$ cat src/rtl/prism_aux_pkg.sv
// rtl/prism_aux_pkg.sv - shared register map, CTRL field offsets and IRQ bit indices for prism_aux_unit
package prism_aux_pkg;

  localparam logic [2:0] ADDR_CTRL     = 3'd0;
  localparam logic [2:0] ADDR_PRELOAD  = 3'd1;
  localparam logic [2:0] ADDR_COMPARE  = 3'd2;
  localparam logic [2:0] ADDR_SHIFT    = 3'd3;
  localparam logic [2:0] ADDR_IRQ_STAT = 3'd4;
  localparam logic [2:0] ADDR_COUNT    = 3'd5;

  localparam int CTRL_DIR       = 0;
  localparam int CTRL_SRC       = 1;
  localparam int CTRL_LEN_LSB   = 2;
  localparam int CTRL_INSEL_LSB = 7;
  localparam int CTRL_IRQEN_LSB = 9;
  localparam int CTRL_AUTO      = 12;
  localparam int CTRL_W         = 13;

  localparam int IRQ_ZERO  = 0;
  localparam int IRQ_MATCH = 1;
  localparam int IRQ_EVENT = 2;

  // Shift counter width; wide enough for any CNT1_W up to 64.
  localparam int SCNT_W = 6;

  // Last shift-counter value before wrap; a zero length means the full register width.
  function automatic logic [SCNT_W-1:0] shift_last(input logic [4:0] len, input logic src,
                                                   input int shift_w, input int cnt1_w);
    if (len == 5'd0) begin
      return src ? SCNT_W'(cnt1_w - 1) : SCNT_W'(shift_w - 1);
    end
    return SCNT_W'(len) - SCNT_W'(1);
  endfunction

endpackage

$ cat src/rtl/prism_aux_shifter.sv
// rtl/prism_aux_shifter.sv - comm_data shift register, shift counter and shift_bit selection
module prism_aux_shifter
  import prism_aux_pkg::*;
#(
  parameter int SHIFT_W = 8,
  parameter int CNT1_W  = 24
) (
  input  logic               clk,
  input  logic               rst,
  input  logic               exec,
  input  logic               shift_stb,
  input  logic               shift_src,
  input  logic               shift_dir,
  input  logic [4:0]         shift_len,
  input  logic               ser_bit,
  input  logic               cnt1_msb,
  input  logic               wr_shift,
  input  logic [SHIFT_W-1:0] wr_value,
  output logic [SHIFT_W-1:0] comm_data,
  output logic               shift_bit,
  output logic               shift_done
);

  logic [SCNT_W-1:0] scnt;
  logic [SCNT_W-1:0] last;
  logic              stb;

  assign stb  = exec & shift_stb;
  assign last = shift_last(shift_len, shift_src, SHIFT_W, CNT1_W);

  // Host write beats a same-cycle shift; the counter advances on every accepted strobe.
  always_ff @(posedge clk) begin
    if (rst) begin
      comm_data <= '0;
      scnt      <= '0;
    end else begin
      if (wr_shift) begin
        comm_data <= wr_value;
      end else if (stb && !shift_src) begin
        comm_data <= shift_dir ? {ser_bit, comm_data[SHIFT_W-1:1]}
                               : {comm_data[SHIFT_W-2:0], ser_bit};
      end
      if (stb) begin
        scnt <= (scnt >= last) ? '0 : scnt + SCNT_W'(1);
      end
    end
  end

  assign shift_bit  = shift_src ? cnt1_msb
                                : (shift_dir ? comm_data[0] : comm_data[SHIFT_W-1]);
  assign shift_done = (scnt == '0);

endmodule

$ cat src/rtl/prism_aux_unit.sv
// rtl/prism_aux_unit.sv - FSM aux counters, shifter, host regs and irq; option macro PRISM_AUX_AUTORELOAD_EN
module prism_aux_unit
  import prism_aux_pkg::*;
#(
  parameter int CNT1_W  = 24,
  parameter int CNT2_W  = 8,
  parameter int SHIFT_W = 8,
  parameter int IN_W    = 4
) (
  input  logic            clk,
  input  logic            rst,
  input  logic            exec,
  input  logic            cnt1_load,
  input  logic            cnt1_dec,
  input  logic            cnt2_inc,
  input  logic            cnt2_clr,
  input  logic            shift_stb,
  input  logic [IN_W-1:0] ser_in,
  input  logic            wr_en,
  input  logic [2:0]      wr_addr,
  input  logic [31:0]     wr_data,
  input  logic [2:0]      rd_addr,
  output logic [31:0]     rd_data,
  output logic            cnt1_zero,
  output logic            cnt2_match,
  output logic            shift_done,
  output logic            shift_bit,
  output logic            irq
);

`ifdef PRISM_AUX_AUTORELOAD_EN
  localparam logic [CTRL_W-1:0] CTRL_MASK = '1;
`else
  localparam logic [CTRL_W-1:0] CTRL_MASK = ~(CTRL_W'(1) << CTRL_AUTO);
`endif

  logic [CTRL_W-1:0]  ctrl_q;
  logic [CNT1_W-1:0]  preload_q;
  logic [CNT2_W-1:0]  compare_q;
  logic [CNT1_W-1:0]  count1_q;
  logic [CNT2_W-1:0]  count2_q;
  logic [2:0]         irq_stat_q;
  logic               zero_prev_q;
  logic               match_prev_q;
  logic [SHIFT_W-1:0] comm_data;

  logic       shift_dir, shift_src;
  logic [4:0] shift_len;
  logic [1:0] in_sel;
  logic [2:0] irq_en;
  logic       ser_bit;
  logic       reload_hit;
  logic [2:0] irq_set;
  logic       wr_ctrl, wr_preload, wr_compare, wr_shift, wr_irq;
  logic [CNT2_W+CNT1_W-1:0] count_cat;
  logic       unused_ok;

  assign shift_dir = ctrl_q[CTRL_DIR];
  assign shift_src = ctrl_q[CTRL_SRC];
  assign shift_len = ctrl_q[CTRL_LEN_LSB +: 5];
  assign in_sel    = ctrl_q[CTRL_INSEL_LSB +: 2];
  assign irq_en    = ctrl_q[CTRL_IRQEN_LSB +: 3];

  assign wr_ctrl    = wr_en && (wr_addr == ADDR_CTRL);
  assign wr_preload = wr_en && (wr_addr == ADDR_PRELOAD);
  assign wr_compare = wr_en && (wr_addr == ADDR_COMPARE);
  assign wr_shift   = wr_en && (wr_addr == ADDR_SHIFT);
  assign wr_irq     = wr_en && (wr_addr == ADDR_IRQ_STAT);

  assign unused_ok = ^wr_data;

  // Serial input mux; out-of-range selections read as 0.
  always_comb begin
    ser_bit = 1'b0;
    for (int i = 0; i < IN_W; i++) begin
      if (int'(in_sel) == i) ser_bit = ser_in[i];
    end
  end

`ifdef PRISM_AUX_AUTORELOAD_EN
  assign reload_hit = exec && cnt1_dec && !cnt1_load && ctrl_q[CTRL_AUTO]
                      && (count1_q == CNT1_W'(1));
`else
  assign reload_hit = 1'b0;
`endif

  assign cnt1_zero  = (count1_q == '0);
  assign cnt2_match = (count2_q == compare_q);

  // Auto-reload never lets count1 reach 0, so its reload counts as the zero event instead.
  assign irq_set[IRQ_ZERO]  = (cnt1_zero && !zero_prev_q) || reload_hit;
  assign irq_set[IRQ_MATCH] = cnt2_match && !match_prev_q;
  assign irq_set[IRQ_EVENT] = exec && cnt2_inc && cnt2_clr;

  // Host-writable configuration registers; new values are seen by the counters next cycle.
  always_ff @(posedge clk) begin
    if (rst) begin
      ctrl_q    <= '0;
      preload_q <= '0;
      compare_q <= '0;
    end else begin
      if (wr_ctrl)    ctrl_q    <= wr_data[CTRL_W-1:0] & CTRL_MASK;
      if (wr_preload) preload_q <= wr_data[CNT1_W-1:0];
      if (wr_compare) compare_q <= wr_data[CNT2_W-1:0];
    end
  end

  // Countdown counter; load+dec together captures comm_data, otherwise it may shift serially.
  always_ff @(posedge clk) begin
    if (rst) begin
      count1_q <= '0;
    end else if (exec) begin
      if (cnt1_load && !cnt1_dec) begin
        count1_q <= preload_q;
      end else if (cnt1_dec && !cnt1_load) begin
        if (reload_hit)            count1_q <= preload_q;
        else if (count1_q != '0)   count1_q <= count1_q - CNT1_W'(1);
      end else if (cnt1_load && cnt1_dec) begin
        count1_q <= CNT1_W'(comm_data);
      end else if (shift_stb && shift_src) begin
        count1_q <= {count1_q[CNT1_W-2:0], ser_bit};
      end
    end
  end

  // Event counter; inc+clr together holds the value and flags an event instead.
  always_ff @(posedge clk) begin
    if (rst) begin
      count2_q <= '0;
    end else if (exec) begin
      if (cnt2_clr && !cnt2_inc)      count2_q <= '0;
      else if (cnt2_inc && !cnt2_clr) count2_q <= count2_q + CNT2_W'(1);
    end
  end

  // Sticky status with W1C; a same-cycle set wins. Edge detectors reset to the flags' reset level.
  always_ff @(posedge clk) begin
    if (rst) begin
      irq_stat_q   <= '0;
      zero_prev_q  <= 1'b1;
      match_prev_q <= 1'b1;
      irq          <= 1'b0;
    end else begin
      irq_stat_q   <= (wr_irq ? (irq_stat_q & ~wr_data[2:0]) : irq_stat_q) | irq_set;
      zero_prev_q  <= cnt1_zero;
      match_prev_q <= cnt2_match;
      irq          <= |(irq_stat_q & irq_en);
    end
  end

  prism_aux_shifter #(
    .SHIFT_W (SHIFT_W),
    .CNT1_W  (CNT1_W)
  ) u_shifter (
    .clk        (clk),
    .rst        (rst),
    .exec       (exec),
    .shift_stb  (shift_stb),
    .shift_src  (shift_src),
    .shift_dir  (shift_dir),
    .shift_len  (shift_len),
    .ser_bit    (ser_bit),
    .cnt1_msb   (count1_q[CNT1_W-1]),
    .wr_shift   (wr_shift),
    .wr_value   (wr_data[SHIFT_W-1:0]),
    .comm_data  (comm_data),
    .shift_bit  (shift_bit),
    .shift_done (shift_done)
  );

  assign count_cat = {count2_q, count1_q};

  // Combinational host read; unmapped addresses return 0.
  always_comb begin
    rd_data = '0;
    case (rd_addr)
      ADDR_CTRL:     rd_data = 32'(ctrl_q);
      ADDR_PRELOAD:  rd_data = 32'(preload_q);
      ADDR_COMPARE:  rd_data = 32'(compare_q);
      ADDR_SHIFT:    rd_data = 32'(comm_data);
      ADDR_IRQ_STAT: rd_data = 32'(irq_stat_q);
      ADDR_COUNT:    rd_data = 32'(count_cat);
      default:       rd_data = '0;
    endcase
  end

endmodule

$ cat config.mk
export PLATFORM = sky130hd
export DESIGN_NAME = prism_aux_unit
export DESIGN_NICKNAME = d
export VERILOG_FILES = /design/src/rtl/prism_aux_pkg.sv /design/src/rtl/prism_aux_shifter.sv /design/src/rtl/prism_aux_unit.sv
export SDC_FILE = /design/constraint.sdc
export NUM_CORES = 1
export LEC_CHECK = 0
export ABC_AREA = 1
export CAP_MARGIN = 15
export CORE_MARGIN = 3
export CORE_UTILIZATION = 55
export DETAILED_ROUTE_END_ITERATION = 7
export GPL_TIMING_DRIVEN = 0
export PLACE_DENSITY = 0.81
export SYNTH_ARGS = -nofsm -noshare
export SYNTH_HDL_FRONTEND = slang
export SYNTH_SLANG_ARGS = --single-unit
$ cat constraint.sdc
create_clock -name clk -period 2.05 [get_ports clk]
set_input_delay 0.3075 -clock clk [delete_from_list [all_inputs] [get_ports clk]]
set_output_delay 0.3075 -clock clk [all_outputs]
set_load 0.005 [all_outputs]
==> results_dict.tcl <==
# yosys + openroad results
set metrics [dict create \
    status "finished clean" \
    dr_wl_met3_um 2644 \
    topCombFamilyByArea "simple AND/OR/NAND/NOR gates" \
    r2r_setup_slack_ns 0.20 \
    clkCellAreaFrac_pct 2.685 \
    p_leak_nw 3.446 \
    hold_end "preload_q[15]" \
    grt_overflow_total 0 \
    ys_sh_adder_pct 3.560 \
    power_frac_comb_pct 26.2 \
    seq_power_mw 2.08 \
    place_inst 1163 \
    num_io_pins 88 \
    final_cell_mix "181 x nand2_1, 168 x nor2_1, 103 x inv_1" \
    fin_crit_ns 2.010 \
    cp.required_ns 1.74 \
    swShare_pct 36.93 \
    clk_latency_ns 0.39 \
    place_congestion 0.9902 \
    cp_max_fo 5 \
    synthXorXnorAreaFrac_pct 2.199 \
    hp-class "input pin to register" \
    buf_share_pct 15.18 \
    flop_area_um2 1969 \
    top_layer "met4" \
    synth.distinct_cells 42 \
    final-max-slew-violation-count 0 \
    via_count 6892 \
    timing.rr.end "count1_q[9]" \
    clock_buffers 9 \
    worstPathBufferInverterCount 3 \
    worst_path_max_delay_cell "clkdlybuf4s50_1" \
    p_sw_mw 1.702 \
    drtAntennaViolNets 0 \
    drive_above_1_share_pct 13.41 \
    fin_crit_sh_pct 98.04 \
    warning_count 40 \
    largestClassByArea "logic gates" \
    mux_share_pct 0.1675 \
    start_kind "input pin" \
    synth_area_per_cell_um2 6.302 \
    arrival_ns 1.70 \
    power.density_nw_per_um2 610.4 \
    num_antenna_cells 0 \
    via_per_inst 5.767 \
    max_freq_mhz 497.6 \
    drt-wirelength-per-cell_um 17.02 \
    grt_use_met3_pct 7.804 \
    met2_usage_pct 50.09 \
    r2r_start "count1_q[2]" \
    clk_pin_slew_worst_paths_ns 0.11 \
    hold_depth 3 \
    async_reset_ff_share_pct 0 \
    cp-endpoint "rd_data[10]" \
    portBuffers 79 \
    ys_seq_elements 96 \
    worstHoldStart "wr_data[15]" \
    grt_use_met1_pct 47.88 \
    num-multi-input-gates 697 \
    max_stage_delay_ns 0.57 \
    fillers 916 \
    simple_gate_share_pct 32.29 \
    seqPwrFrac_pct 45.2 \
    synth_cells 948 \
    place_ws_ns -1.024 \
    setup-violations-final 0 \
    path_cells "clkbuf_4 > nor3_4 > inv_1 > o221ai_1 > clkdlybuf4s50_1" \
    p_clk_mw 1.32 \
    grt_pass1_vias 6084 \
    dieWidth_um 110.2 \
    report.power.total_mw 4.608 \
    clock-root-buffer "clkbuf_8" \
    place_area_um2 6935 \
    route.met2.wl_um 8654 \
    path_delay_family "buffers and inverters" \
    syn_area_um2 5974 \
    grt_pass1_wl_um 31620 \
    setup_ws_ns 0.04025 \
    grt-busiest-layer "met2" \
    h-tree-depth 3 \
    reg_top3 "count1_q: 24 flops, preload_q: 24 flops, ctrl_q: 12 flops" \
    clkSinkCount 96 \
    drc 0 \
    fin_area_um2 7550 \
    worst_hold_slack_ns 0.4959 \
    drt_iter0_drc 873 \
    n_all_buffers 132 \
    hold_violations 0 \
    antenna_found_initial 0 \
]
## cell usage after synthesis (2+ instances only)
library cell	count	area, µm²
nor2_4	2	22.52
nor3b_1	3	22.52
inv_2	2	7.510
buf_6	3	33.78
ha_1	17	212.7
inv_1	115	431.7
nor2_1	174	653.1
or2_2	2	12.51
o21ai_0	92	460.4
o2111ai_1	4	35.03
o31ai_1	9	67.56
xnor2_1	9	78.83
nand2_2	2	12.51
a221oi_1	4	35.03
clkbuf_1	27	101.4
o221ai_1	10	87.58
xor2_1	6	52.55
o21ai_1	7	35.03
buf_2	5	25.02
dfxtp_1	96	1922
o211ai_1	2	15.01
nor3_2	3	30.03
nand2_1	184	690.7
nor3_1	7	35.03
a21oi_1	64	320.3
nand4_1	7	43.79
nor2_2	5	31.28
nand3_1	65	325.3
a22oi_1	9	67.56
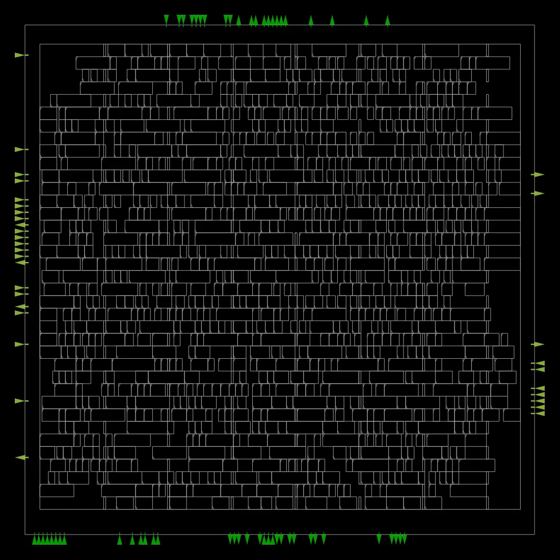
*Cell placement*
core area: 10,460 µm²
final cell count without fillers: 1,195
seq_cells: 96
fraction of area in registers: 26.09%
row count: 37

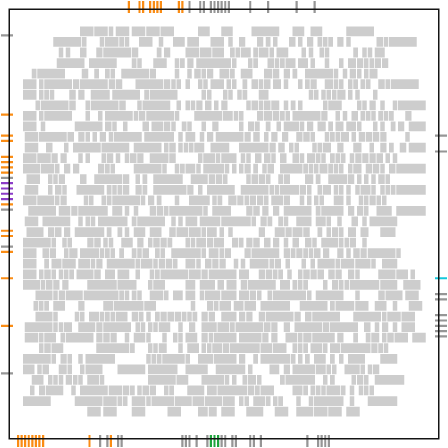
*Ports around the boundary*
Pins as bars across the die edge, other pins in grey.
Key: `rd_addr` = green [pins 3, direction input, edge bottom]; `wr_data` = orange [pins 32, direction input, edge 13 left, 10 bottom, 9 top]; `cnt1_zero` = cyan [pins 1, direction output, edge right]; `ser_in` = purple [pins 4, direction input, edge left]

